### src/rtl/fu_result_buffer_pkg.sv
// Purpose: shared widths and packet types for the FU result buffer and its users.
// Latency: n/a (types and constants only).
// Backpressure: n/a.
package fu_result_buffer_pkg;

  localparam int NUM_FU_P   = 8;
  localparam int WB_WIDTH_P = 3;
  localparam int XLEN_P     = 32;
  localparam int PR_W_P     = 6;
  localparam int ROB_W_P    = 5;

  // One completed result; also the layout of a single fu_c_in lane.
  typedef struct packed {
    logic [PR_W_P-1:0]  dest_pr;
    logic [XLEN_P-1:0]  dest_value;
    logic [ROB_W_P-1:0] rob_entry;
  } FU_COMPLETE_PACKET;

  // One bit per functional unit (finish / ready / stall vectors).
  typedef logic [NUM_FU_P-1:0] FU_STATE_PACKET;

endpackage

### src/rtl/fu_result_buffer_slot.sv
// Purpose: one result slot (valid + payload) with capture, hold, release and squash clear.
// Latency: captured payload is visible on data_o the cycle after capture_i.
// Backpressure: holds contents while valid and not released; the parent derives readiness.
// Ports: clock/reset (async active-low), squash, capture_i, release_i, data_i -> valid_o, data_o.
module fu_result_slot #(
  parameter int W = 43
) (
  input  logic         clock,
  input  logic         reset,
  input  logic         squash,
  input  logic         capture_i,
  input  logic         release_i,
  input  logic [W-1:0] data_i,
  output logic         valid_o,
  output logic [W-1:0] data_o
);

  logic         valid_q, valid_d;
  logic [W-1:0] data_q, data_d;

  // Squash beats capture so a same-cycle accept is discarded; capture beats
  // release so a drained slot can be refilled in the same cycle.
  always_comb begin
    valid_d = valid_q;
    data_d  = data_q;
    if (squash) begin
      valid_d = 1'b0;
    end else if (capture_i) begin
      valid_d = 1'b1;
      data_d  = data_i;
    end else if (release_i) begin
      valid_d = 1'b0;
    end
  end

  always_ff @(posedge clock or negedge reset) begin
    if (!reset) begin
      valid_q <= 1'b0;
      data_q  <= '0;
    end else begin
      valid_q <= valid_d;
      data_q  <= data_d;
    end
  end

  assign valid_o = valid_q;
  assign data_o  = data_q;

endmodule

### src/rtl/fu_result_buffer.sv
// Purpose: per-FU result slots feeding the complete stage as up to WB_WIDTH packed lanes.
// Latency: a result accepted at edge N is on fu_finish/fu_c_in in cycle N+1.
// Backpressure: fu_ready[i] drops only while slot i is full and stalled; drain-and-refill same cycle.
// Ports: clock, reset (async active-low), squash, fu_valid/fu_dest_pr/fu_value/fu_rob_entry in,
//        fu_ready out, fu_c_stall in, fu_finish out, fu_c_in out (lane 0 in the low bits).
// Optional: FU_RESULT_PERF_EN adds perf_stall_cycles and perf_max_occupancy outputs.
module fu_result_buffer
  import fu_result_buffer_pkg::*;
#(
  parameter int NUM_FU   = NUM_FU_P,
  parameter int WB_WIDTH = WB_WIDTH_P,
  parameter int XLEN     = XLEN_P,
  parameter int PR_W     = PR_W_P,
  parameter int ROB_W    = ROB_W_P
) (
  input  logic                                   clock,
  input  logic                                   reset,
  input  logic                                   squash,
  input  logic [NUM_FU-1:0]                      fu_valid,
  input  logic [NUM_FU*PR_W-1:0]                 fu_dest_pr,
  input  logic [NUM_FU*XLEN-1:0]                 fu_value,
  input  logic [NUM_FU*ROB_W-1:0]                fu_rob_entry,
  output logic [NUM_FU-1:0]                      fu_ready,
  input  logic [NUM_FU-1:0]                      fu_c_stall,
  output logic [NUM_FU-1:0]                      fu_finish,
  output logic [WB_WIDTH*(PR_W+XLEN+ROB_W)-1:0]  fu_c_in
`ifdef FU_RESULT_PERF_EN
  ,
  output logic [31:0]                            perf_stall_cycles,
  output logic [3:0]                             perf_max_occupancy
`endif
);

  localparam int PKT_W = PR_W + XLEN + ROB_W;

  logic [NUM_FU-1:0] valid_q;
  logic [NUM_FU-1:0] grant;
  logic [NUM_FU-1:0] acc;
  logic [PKT_W-1:0]  slot_dat [NUM_FU];
  logic [PKT_W-1:0]  lane_dat [WB_WIDTH];

  // Stall on an empty slot has no effect because grant/ready are gated by valid_q.
  assign grant    = valid_q & ~fu_c_stall;
  assign fu_ready = ~valid_q | grant;
  assign acc      = fu_valid & fu_ready;

  for (genvar i = 0; i < NUM_FU; i++) begin : g_slot
    fu_result_slot #(.W(PKT_W)) u_slot (
      .clock     (clock),
      .reset     (reset),
      .squash    (squash),
      .capture_i (acc[i]),
      .release_i (grant[i]),
      .data_i    ({fu_dest_pr[i*PR_W +: PR_W],
                   fu_value[i*XLEN +: XLEN],
                   fu_rob_entry[i*ROB_W +: ROB_W]}),
      .valid_o   (valid_q[i]),
      .data_o    (slot_dat[i])
    );
  end

  assign fu_finish = valid_q;

  // Fixed lowest-index-first selection of up to WB_WIDTH full slots; this is
  // the same order the complete stage uses when it builds fu_c_stall.
  always_comb begin
    int n;
    n = 0;
    for (int l = 0; l < WB_WIDTH; l++) lane_dat[l] = '0;
    for (int i = 0; i < NUM_FU; i++) begin
      if (valid_q[i] && (n < WB_WIDTH)) begin
        lane_dat[n] = slot_dat[i];
        n = n + 1;
      end
    end
  end

  for (genvar l = 0; l < WB_WIDTH; l++) begin : g_lane
    assign fu_c_in[l*PKT_W +: PKT_W] = lane_dat[l];
  end

`ifdef FU_RESULT_PERF_EN
  logic [3:0] occ;

  always_comb begin
    occ = '0;
    for (int i = 0; i < NUM_FU; i++) occ = occ + 4'(valid_q[i]);
  end

  // Counters survive squash; only reset clears them.
  always_ff @(posedge clock or negedge reset) begin
    if (!reset) begin
      perf_stall_cycles  <= '0;
      perf_max_occupancy <= '0;
    end else begin
      if (|(valid_q & fu_c_stall) && (perf_stall_cycles != 32'hFFFF_FFFF))
        perf_stall_cycles <= perf_stall_cycles + 32'd1;
      if (occ > perf_max_occupancy)
        perf_max_occupancy <= occ;
    end
  end
`endif

`ifndef SYNTHESIS
  // An FU must not present a result to a slot that is full and stalled.
  a_no_overrun: assert property (@(posedge clock) disable iff (!reset)
                                 ((fu_valid & ~fu_ready) == '0))
    else $error("fu_result_buffer: result presented to a slot that is not ready");
`endif

endmodule

### config.mk
export PLATFORM = sky130hd
export DESIGN_NAME = fu_result_buffer
export DESIGN_NICKNAME = d
export VERILOG_FILES = /design/src/rtl/fu_result_buffer_pkg.sv /design/src/rtl/fu_result_buffer_slot.sv /design/src/rtl/fu_result_buffer.sv
export SDC_FILE = /design/constraint.sdc
export NUM_CORES = 1
export LEC_CHECK = 0
export CAP_MARGIN = 20
export CORE_ASPECT_RATIO = 0.6
export CORE_MARGIN = 2
export CORE_UTILIZATION = 40
export DETAILED_ROUTE_END_ITERATION = 10
export PLACE_DENSITY_LB_ADDON = 0.25
export SLEW_MARGIN = 20
export SYNTH_ARGS = -nofsm -noshare
export SYNTH_HDL_FRONTEND = slang
export SYNTH_HIERARCHICAL = 1
export SYNTH_SLANG_ARGS = --single-unit
### constraint.sdc
create_clock -name clock -period 16.5 [get_ports clock]
set_input_delay 4.125 -clock clock [delete_from_list [all_inputs] [get_ports clock]]
set_output_delay 4.125 -clock clock [all_outputs]
set_load 0.02 [all_outputs]
**Selected gate families**

Bar = 100 um.
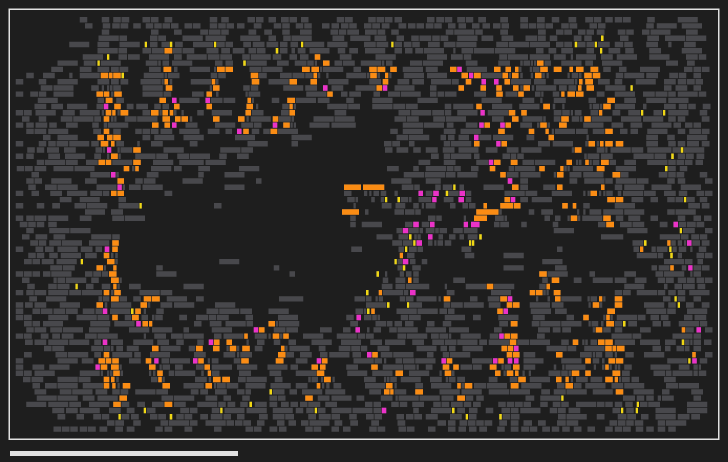
legend:
  magenta:
    family: AND and OR gates
    cells: 64
  orange:
    family: inverting AOI/OAI gates
    cells: 319
    where: spread over the die
  yellow:
    family: inverters
    cells: 65
    where: spread over the die

**Cells colored by class**

Bar = 100 um.
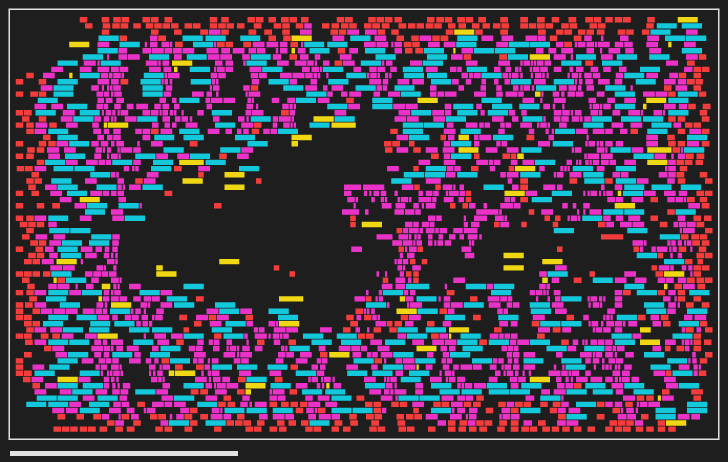
legend:
  cyan:
    class: flip-flops
    cells: 352
  magenta:
    class: all other logic
    cells: 1327
  yellow:
    class: clock drivers and dummy loads
    cells: 71
  red:
    class: other buffers and delay cells
    cells: 553
end-of-flow core utilization: 0.521
Std-Cell Rows: 67
post-layout instance area: 29000 um^2
fraction of area in registers: 0.304

**Clock wiring as the flow saved it**

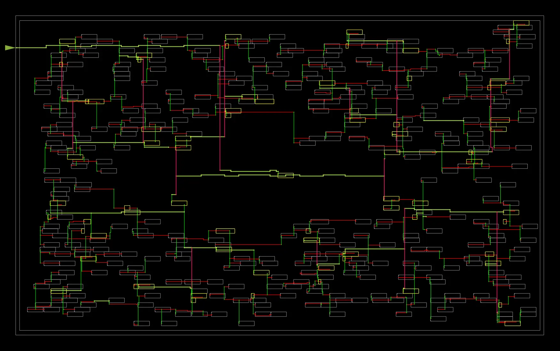
number of clock sinks: 352
layout clock buffer count: 46
Flops: 352
clock group power: 0.000924 W
Worst Skew: 0.0147 ns

==> results.json <==
{
  "outcome": "complete, no violations",
  "layout_setup_ws_ns": 2.70,
  "sw_frac_of_total": 0.359,
  "synthesis.area_um2": 22500,
  "critical-path-max-stage-delay_ns": 0.93,
  "dr_total_vias": 19000,
  "grt_setup_unrepaired": "no",
  "placed_cells": 2990,
  "postCtsSetupBuffers": 0,
  "slew-limit-headroom": 0.169,
  "antenna_left": 0,
  "yosys_warnings": 6,
  "setup.worst_path.start_class": "flop",
  "taps_inserted": 759,
  "nonClockInverterCount": 65,
  "antenna_found_initial": 13,
  "post_cts.resized_instances": 0,
  "yosys.stat.chipArea_um2": 22500,
  "r2r_cells": 5,
  "maxSlewViolCount": 0,
  "route.detailed.vias_per_inst": 6.19,
  "grt_pass1_vias": 19300,
  "area.growth.synth_to_final_pct": 28.8,
  "worstReg2RegStart": "g_slot[0].u_slot/valid_o",
  "drtIter0Drc": 3097,
  "setup_viol": 0,
  "timing.critical_path.depth": 28,
  "synth_xor_xnor_area_share": 0.00189,
  "final_cell_mix": "sky130_fd_sc_hd__clkdlybuf4s50_1, sky130_fd_sc_hd__dfrtp_1, sky130_fd_sc_hd__mux2_4",
  "grt_start_max_net_pins": 116,
  "critical-path-top-cell-by-count": "sky130_fd_sc_hd__ha_1",
  "timing.critical_path.to": "fu_c_in[109]",
  "cts-buffers-inserted": 39,
  "dr.pass1.iters": 11,
  "clkTransAtPathRegs_ns": 0.06,
  "wl_met2_mm": 37.5,
  "setup_total_negative_slack_ns": 0,
  "synthArstFlopShare": 1.00,
  "ys_sh_mux": 0.287,
  "yosys.area.top_type": "sky130_fd_sc_hd__dfrtp_1",
  "yosys.stat.seqShare": 0.391,
  "finish.cell_count_without_fillers": 3069,
  "numSynthFlops": 352,
  "cell_internal_pwr_w": 0.00227,
  "routed.top_layer": "met5",
  "netlist_instances": 1859,
  "warning_count": 43,
  "routabilityCongestion": 0.886,
  "synth.logic.top_family": "multiplexers",
  "detail_route.wirelength_mm": 89.1,
  "worstPathMaxFanout": 50,
  "largestClassByArea": "multi-input combinational cells",
  "place_ws_ns": 3.01,
  "placed_area_um2": 27600,
  "drc": 0,
  "yosys.area_share.simple": 0.0660,
  "start_point_of_the_critical_path": "g_slot[0].u_slot/valid_o",
  "mi_logic_area_um2": 12200,
  "total_leakage_power_nw": 12.4,
  "cts-hold-fix-buffers": 0,
  "tightestPinTransition_ns": 1.25,
  "dpl_hpwl_mm": 59.7,
  "layout-drive-gt1-share": 0.218,
  "hold_depth": 1,
  "critPathKind": "flop to primary output",
  "postSynthAreaPerCell_um2": 12.1,
  "fin_worst_hold_slack_ns": 0.517,
  "io_buffer_count": 507,
  "hold_path_class": "flop to flop",
  "yosys.cell_types.count": 51
}
**PDN straps and rails**

Pins as bars on the die edge. Tap cells in gray.
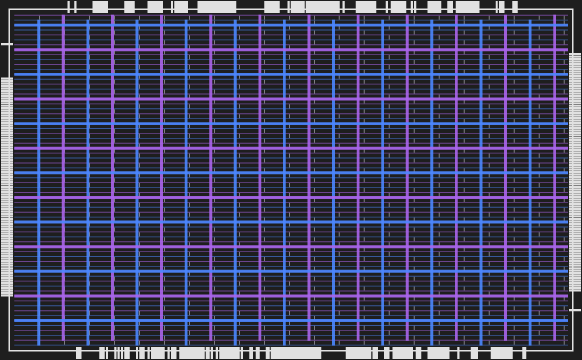
legend:
  blue:
    net: VSS
  purple:
    net: VDD
met1 rails: 68
tap cells: 759
signal pins: 508
rows: 67
met5 straps: 13
Die Y: 188 um
die extent in x: 310 um
maximum VDD drop: 0.0000666 V
total core area: 55700 um^2

**Clock network drawn from the DEF**

Bar = 100 um.
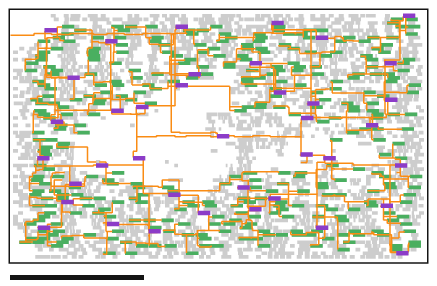
legend:
  green:
    item: flip-flops
    count: 352
  purple:
    item: cells driving clock nets
    count: 39
  orange:
    item: clock wires
    length: 5360 um
flops lie: spread over the die
routed clock nets: 40
power share of the clock group: 0.261
insertion delay to the later sink of the worst-skew pair: 0.54 ns

synthesized netlist by cell type, types with 6 or more instances:
master and instances:
sky130_fd_sc_hd__mux2i_1 90, sky130_fd_sc_hd__nand3_1 7, sky130_fd_sc_hd__o211ai_1 42, sky130_fd_sc_hd__a22oi_1 43, sky130_fd_sc_hd__dfrtp_1 352, sky130_fd_sc_hd__and3_1 9
sky130_fd_sc_hd__or3_1 42, sky130_fd_sc_hd__nand2_1 102, sky130_fd_sc_hd__o31a_1 43, sky130_fd_sc_hd__buf_2 17, sky130_fd_sc_hd__a21oi_1 11, sky130_fd_sc_hd__a221o_1 44
sky130_fd_sc_hd__inv_1 64, sky130_fd_sc_hd__buf_12 40, sky130_fd_sc_hd__nor3_1 6, sky130_fd_sc_hd__and2_1 13, sky130_fd_sc_hd__mux2_2 28, sky130_fd_sc_hd__clkbuf_1 110
sky130_fd_sc_hd__mux2_1 39, sky130_fd_sc_hd__a222oi_1 86, sky130_fd_sc_hd__nor2b_1 9, sky130_fd_sc_hd__a221oi_1 44, sky130_fd_sc_hd__nand2b_1 10, sky130_fd_sc_hd__ha_1 19
sky130_fd_sc_hd__mux2_4 320, sky130_fd_sc_hd__a22o_1 42, sky130_fd_sc_hd__o21ai_0 43, sky130_fd_sc_hd__a311oi_1 43, sky130_fd_sc_hd__nor2b_4 8, sky130_fd_sc_hd__nor2_1 96
routing by layer:
layer | vias to the layer above | global-route usage
met5 | - | 0
li1 | 7971 | -
met4 | 12 | 0.0786
met2 | 1386 | 0.433
met3 | 237 | 0.0852
met1 | 9402 | 0.429
cells by family after synthesis:
family                   after synthesis
AND-OR/OR-AND                        452
XOR/XNOR                               4
flip-flops                           352
AND/OR/NAND/NOR                      308
other                                  1
adder cells (fa/ha/maj)               20
multiplexers                         477
buffers and inverters                245
Power and IR drop assume default switching activity.
